Run 1, register map, names as in the netlist:
Scale bar: 20 um. Other sequential cells in the stronger gray, the rest of the logic in the fainter gray.
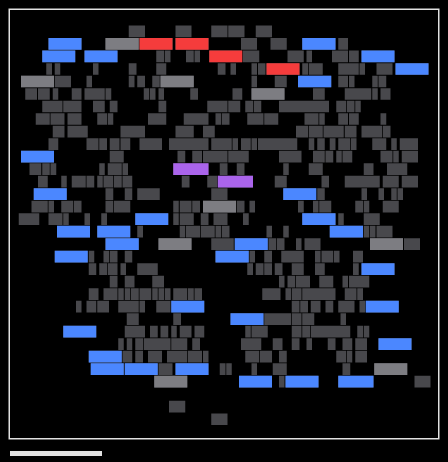
Run 1, cell area per tile:
Scale bar: 20 um. The die is cut into 9 by 9 equal tiles; dark purple is low, yellow is high, 0 to 100% covered.
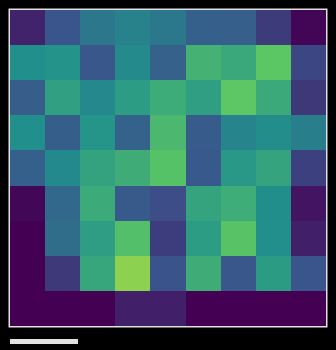
Run 1, clock nets:
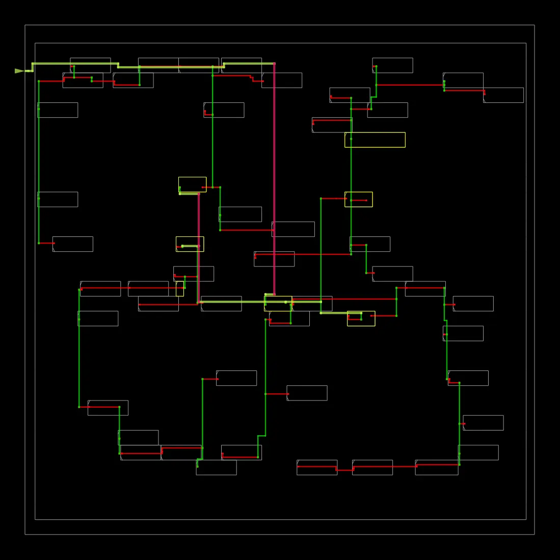
<file path="src/rtl/rfm_scheduler_if.sv">
// Controller/arbiter side of the RFM scheduler: ACT strobes in, RFM request/grant,
// one-hot RFM command pulses and per-bank ACT blocking out.
interface rfm_scheduler_if #(
   parameter int unsigned NUM_BANK  = 4,
   parameter int unsigned BANK_BITS = 2
);
   logic                 act_cmd;
   logic [BANK_BITS-1:0] act_bank;
   logic                 rfm_req;
   logic [BANK_BITS-1:0] rfm_bank;
   logic                 rfm_gnt;
   logic [NUM_BANK-1:0]  rfm_cmd;
   logic [NUM_BANK-1:0]  act_block;

   modport master (
      output act_cmd, act_bank, rfm_gnt,
      input  rfm_req, rfm_bank, rfm_cmd, act_block
   );

   modport slave (
      input  act_cmd, act_bank, rfm_gnt,
      output rfm_req, rfm_bank, rfm_cmd, act_block
   );
endinterface

</file>
<file path="src/rtl/rfm_scheduler.sv">
// Per-bank rolling activation accounting with round-robin RFM request/grant scheduling.
// Banks at RFM_TH become pending; banks at RAA_MAX block further ACTs.
module rfm_scheduler #(
   parameter int unsigned NUM_BANK  = 4,
   parameter int unsigned BANK_BITS = 2,
   parameter int unsigned RFM_TH    = 8,
   parameter int unsigned RAA_MAX   = 24,
   parameter int unsigned RAA_SIZE  = 8
) (
   input logic             clk,
   input logic             rstn,
   rfm_scheduler_if.slave  bus
);

   localparam logic [RAA_SIZE-1:0]  TH_V   = RAA_SIZE'(RFM_TH);
   localparam logic [RAA_SIZE-1:0]  MAX_V  = RAA_SIZE'(RAA_MAX);
   localparam logic [BANK_BITS-1:0] LAST_B = BANK_BITS'(NUM_BANK - 1);

   typedef enum logic [1:0] {IDLE, REQ, ISSUE} state_t;

   state_t               state;
   logic [RAA_SIZE-1:0]  raa     [NUM_BANK];
   logic [RAA_SIZE-1:0]  raa_nxt [NUM_BANK];
   logic [NUM_BANK-1:0]  pending;
   logic [NUM_BANK-1:0]  block_nxt;
   logic [BANK_BITS-1:0] rr_ptr;
   logic [BANK_BITS-1:0] sel_bank;
   logic [BANK_BITS-1:0] next_ptr;
   logic                 sel_valid;
   logic                 grant;

   // A grant only counts while a request is actually outstanding.
   assign grant    = (state == REQ) && bus.rfm_gnt;
   assign next_ptr = (bus.rfm_bank == LAST_B) ? '0 : bus.rfm_bank + BANK_BITS'(1);

   always_comb begin
      pending = '0;
      for (int unsigned b = 0; b < NUM_BANK; b++) begin
         pending[b] = (raa[b] >= TH_V);
      end
   end

   // Grant decrement first (floor 0), then ACT increment saturating at RAA_MAX.
   always_comb begin
      block_nxt = '0;
      for (int unsigned b = 0; b < NUM_BANK; b++) begin
         raa_nxt[b] = raa[b];
         if (grant && (bus.rfm_bank == BANK_BITS'(b))) begin
            raa_nxt[b] = (raa[b] >= TH_V) ? raa[b] - TH_V : '0;
         end
         if (bus.act_cmd && (bus.act_bank == BANK_BITS'(b)) && (raa_nxt[b] < MAX_V)) begin
            raa_nxt[b] = raa_nxt[b] + RAA_SIZE'(1);
         end
         block_nxt[b] = (raa_nxt[b] >= MAX_V);
      end
   end

   // Round-robin pick: first pending bank at or above rr_ptr, wrapping.
   always_comb begin
      logic [BANK_BITS-1:0] idx;
      idx       = '0;
      sel_valid = 1'b0;
      sel_bank  = '0;
      for (int unsigned i = 0; i < NUM_BANK; i++) begin
         idx = BANK_BITS'((int'(rr_ptr) + i) % NUM_BANK);
         if (!sel_valid && pending[idx]) begin
            sel_valid = 1'b1;
            sel_bank  = idx;
         end
      end
   end

   always_ff @(posedge clk) begin
      if (!rstn) begin
         state         <= IDLE;
         rr_ptr        <= '0;
         bus.rfm_req   <= 1'b0;
         bus.rfm_bank  <= '0;
         bus.rfm_cmd   <= '0;
         bus.act_block <= '0;
         for (int unsigned b = 0; b < NUM_BANK; b++) begin
            raa[b] <= '0;
         end
      end else begin
         raa           <= raa_nxt;
         bus.act_block <= block_nxt;
         case (state)
            IDLE: begin
               if (sel_valid) begin
                  bus.rfm_bank <= sel_bank;
                  bus.rfm_req  <= 1'b1;
                  state        <= REQ;
               end
            end
            REQ: begin
               if (bus.rfm_gnt) begin
                  bus.rfm_req <= 1'b0;
                  bus.rfm_cmd <= NUM_BANK'(1) << bus.rfm_bank;
                  rr_ptr      <= next_ptr;
                  state       <= ISSUE;
               end
            end
            ISSUE: begin
               bus.rfm_cmd <= '0;
               state       <= IDLE;
            end
            default: begin
               bus.rfm_req <= 1'b0;
               bus.rfm_cmd <= '0;
               state       <= IDLE;
            end
         endcase
      end
   end

endmodule

</file>
<file path="src/flat_wrapper.sv">
// flat-port wrapper written by rule: the top's interface ports become plain ports
module rfm_scheduler_flat 
#(
   parameter int unsigned NUM_BANK  = 4,
   parameter int unsigned BANK_BITS = 2,
   parameter int unsigned RFM_TH    = 8,
   parameter int unsigned RAA_MAX   = 24,
   parameter int unsigned RAA_SIZE  = 8
)
  (clk, rstn, bus_act_cmd, bus_act_bank, bus_rfm_gnt, bus_rfm_req, bus_rfm_bank, bus_rfm_cmd, bus_act_block);
  rfm_scheduler_if #(.NUM_BANK(NUM_BANK), .BANK_BITS(BANK_BITS)) bus_i ();
  input logic clk;
  input logic rstn;
  input wire logic [$bits(bus_i.act_cmd)-1:0] bus_act_cmd;
  input wire logic [$bits(bus_i.act_bank)-1:0] bus_act_bank;
  input wire logic [$bits(bus_i.rfm_gnt)-1:0] bus_rfm_gnt;
  output wire logic [$bits(bus_i.rfm_req)-1:0] bus_rfm_req;
  output wire logic [$bits(bus_i.rfm_bank)-1:0] bus_rfm_bank;
  output wire logic [$bits(bus_i.rfm_cmd)-1:0] bus_rfm_cmd;
  output wire logic [$bits(bus_i.act_block)-1:0] bus_act_block;
  assign bus_i.act_cmd = bus_act_cmd;
  assign bus_i.act_bank = bus_act_bank;
  assign bus_i.rfm_gnt = bus_rfm_gnt;
  assign bus_rfm_req = bus_i.rfm_req;
  assign bus_rfm_bank = bus_i.rfm_bank;
  assign bus_rfm_cmd = bus_i.rfm_cmd;
  assign bus_act_block = bus_i.act_block;
  rfm_scheduler #(.NUM_BANK(NUM_BANK), .BANK_BITS(BANK_BITS), .RFM_TH(RFM_TH), .RAA_MAX(RAA_MAX), .RAA_SIZE(RAA_SIZE)) u_core (.clk(clk), .rstn(rstn), .bus(bus_i));
endmodule
</file>
<file path="config.mk">
export PLATFORM = sky130hd
export DESIGN_NAME = rfm_scheduler_flat
export DESIGN_NICKNAME = d
export VERILOG_FILES = /design/src/rtl/rfm_scheduler_if.sv /design/src/rtl/rfm_scheduler.sv /design/src/flat_wrapper.sv
export SDC_FILE = /design/constraint.sdc
export NUM_CORES = 1
export LEC_CHECK = 0
export CORE_MARGIN = 1.5
export CORE_UTILIZATION = 35
export DETAILED_ROUTE_END_ITERATION = 8
export GPL_TIMING_DRIVEN = 0
export PLACE_DENSITY_LB_ADDON = 0.12
export SYNTH_ARGS = -nofsm -noshare
export SYNTH_HDL_FRONTEND = slang
export SYNTH_SLANG_ARGS = --single-unit
</file>
<file path="constraint.sdc">
create_clock -name clk -period 2.25 [get_ports clk]
set_input_delay 0.225 -clock clk [delete_from_list [all_inputs] [get_ports clk]]
set_output_delay 0.225 -clock clk [all_outputs]
set_load 0.005 [all_outputs]
</file>
==> flow_summary_export.csv, run 1 <==
group,metric,value,unit
worst_setup_path,r2r_end,"u_core.bus.act_block[2]",
logic_synthesis,yosysChipArea,2840,um2
worst_setup_path,cp_slowest_stage_delay,0.61,ns
routing,dr_wl_met3,149,um
die,ios,17,
timing,setup_viol,0,
grt,top_usage_layer,"met2",
logic_synthesis,yosys-top-cells-area,"dfxtp_1, nor2_1, ha_1, a21oi_1, mux2i_1",
worst_setup_path,cp_num_buf_inv,2,
logic_synthesis,yosys.stat.seqShare,33.1,%
grt,antenna_found_initial,0,
final_layout,comb_share,55.3,%
routing,num_vias,2521,
grt,grtUsageTotal,16.3,%
worst_setup_path,cp-end-kind,"flop",
timing,whs,0.458,ns
final_layout,top_regs,"u_core.raa x32, u_core.bus.act_block x4, u_core.bus.rfm_cmd x4",
grt,grt_pass1_vias,2380,
logic_synthesis,mux_share,3.92,%
logic_synthesis,synthXorXnorAreaFrac,3.09,%
routing,vias_per_cell,5.29,
worst_setup_path,critPathLaunchType,"input port",
final_layout,register_area,945,um2
clocking,cts_inserted_buffers,5,
grt,met2_usage,27.6,%
place,dp_cells,466,
worst_setup_path,crit_chain,"clkdlybuf4s50_1 -> buf_4 -> and4b_1 -> a21oi_1 -> o22ai_1 -> nor4bb_2 -> xor2_1 -> o31ai_1",
clocking,worst_skew_pair.late_latency,0.30,ns
final_layout,logic_gates,270,
routing,drt_iter0_drc,75,
power_and_ir_drop,comb_cell_power,0.0000764,W
timing,finalClockSkew,0.0100,ns
logic_synthesis,ys_top_cells_by_count,"dfxtp_1, nor2_1, a21oi_1, nand2_1, inv_1",
die,chip_area,8660,um2
place,io_buffers,16,
hold_path,hp-class,"reg2reg",
final_layout,layout.cells.non_filler,477,
timing,fin_setup_tns,0,ns
worst_setup_path,reg2reg_from,"u_core.bus.rfm_bank[0]",
run_status,outcome,"completed",
routing,drtPass1Iterations,4,
final_layout,fin_nets,393,
About 'register map, names as in the netlist':
Key: red = u_core.bus.rfm_cmd [placed flops 4, where top center]; blue = u_core.raa [placed flops 32, where spread over the die]; purple = u_core.bus.rfm_bank [placed flops 2]

About 'cell area per tile':
The emptiest ninth of the die: lower left. 1.2% of the tiles are over 75% full. The mean over all tiles is 37%. The fullest tile reaches 82%.

About 'clock nets':
Clock Power: 0.000613 W
CTS Sinks: 47
registers: 47

Run 1, metal layers overlaid:
Only two layers are drawn.
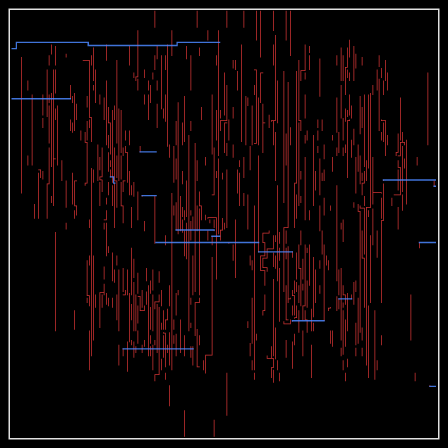

==> run 2: changes to the inputs <==
ABC_CLOCK_PERIOD_IN_PS = 2250   (was default)
CELL_PAD_IN_SITES_DETAIL_PLACEMENT = 1   (was default)
CELL_PAD_IN_SITES_GLOBAL_PLACEMENT = 1   (was default)
GPL_ROUTABILITY_DRIVEN = 0   (was default)
Run 2, metal layers overlaid:
Only two layers are drawn.
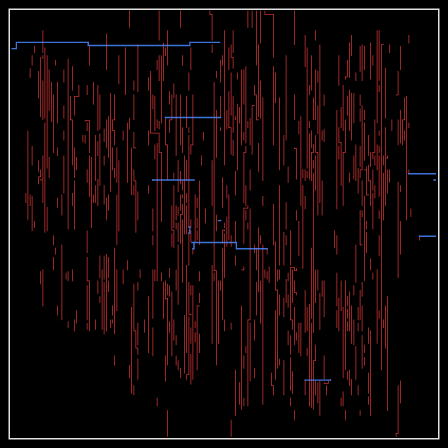
Key: blue = met3 [wire length 105 um]; red = met2 [wire length 3730 um]

Run 2, cell area per tile:
Scale bar: 20 um. The die is cut into 9 by 9 equal tiles; dark purple is low, yellow is high, 0 to 100% covered.
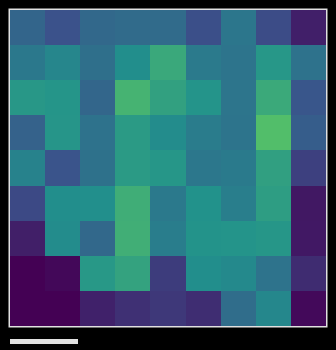
The fullest tile reaches 70%. 3.7% of the tiles are nearly empty. The emptiest ninth of the die: lower left.

Run 2, routed metal per tile:
The die is cut into 19 by 19 equal tiles; dark purple is low, yellow is high, scaled to the fullest tile. Values are wire area over tile area, all layers added.
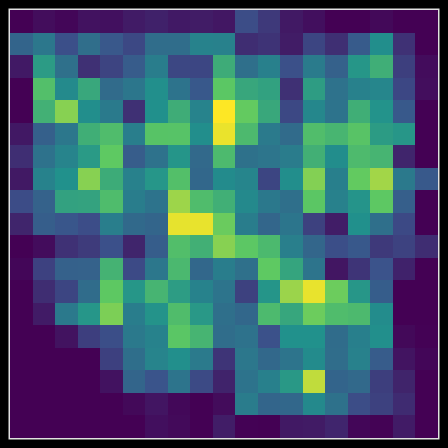
The densest ninth of the die: center. The emptiest ninth of the die: lower left. The mean over all tiles is 0.13. 24% of the tiles are over half the peak. The fullest tile reaches 0.39.

==> run 2 against run 1 <==
Net effect:
- sequential power barely moved
- setup slack worse by 0.026 ns
- hold slack gained 0.0068 ns
- die area is the same
- clock power is 15% lower
- global-route usage is 1.9 points higher
- cell area rose by 0.37%
- combinational power increased by 3.5%
- highest routed layer unchanged
==> flow_summary_export.csv, run 2 <==
group,metric,value,unit
final_layout,layout.cells.non_filler,479,
worst_setup_path,cp-end-kind,"flop",
worst_setup_path,cp_slowest_stage_delay,0.46,ns
place,io_buffers,16,
timing,fin_setup_tns,0,ns
routing,num_vias,2606,
final_layout,fin_nets,394,
logic_synthesis,yosysChipArea,2840,um2
run_status,outcome,"completed",
clocking,clock-sinks,47,
hold_path,hp-class,"reg2reg",
grt,met2_usage,31.9,%
die,ios,17,
routing,drt_iter0_drc,74,
clocking,cts_inserted_buffers,5,
routing,vias_per_cell,5.44,
worst_setup_path,cp_num_buf_inv,0,
die,chip_area,8660,um2
final_layout,ff_count,47,
final_layout,top_regs,"u_core.raa x32, u_core.bus.act_block x4, u_core.bus.rfm_cmd x4",
grt,grt_pass1_vias,2551,
power_and_ir_drop,comb_cell_power,0.0000791,W
clocking,worst_skew_pair.late_latency,0.31,ns
worst_setup_path,r2r_end,"u_core.bus.rfm_bank[1]",
final_layout,logic_gates,270,
logic_synthesis,mux_share,3.92,%
final_layout,register_area,946,um2
timing,finalClockSkew,0.00711,ns
routing,drtPass1Iterations,4,
worst_setup_path,reg2reg_from,"u_core.raa[5]",
power_and_ir_drop,p_clk,0.000523,W
logic_synthesis,yosys-top-cells-area,"dfxtp_1, nor2_1, ha_1, a21oi_1, mux2i_1",
place,dp_cells,466,
Power and IR drop assume default switching activity.
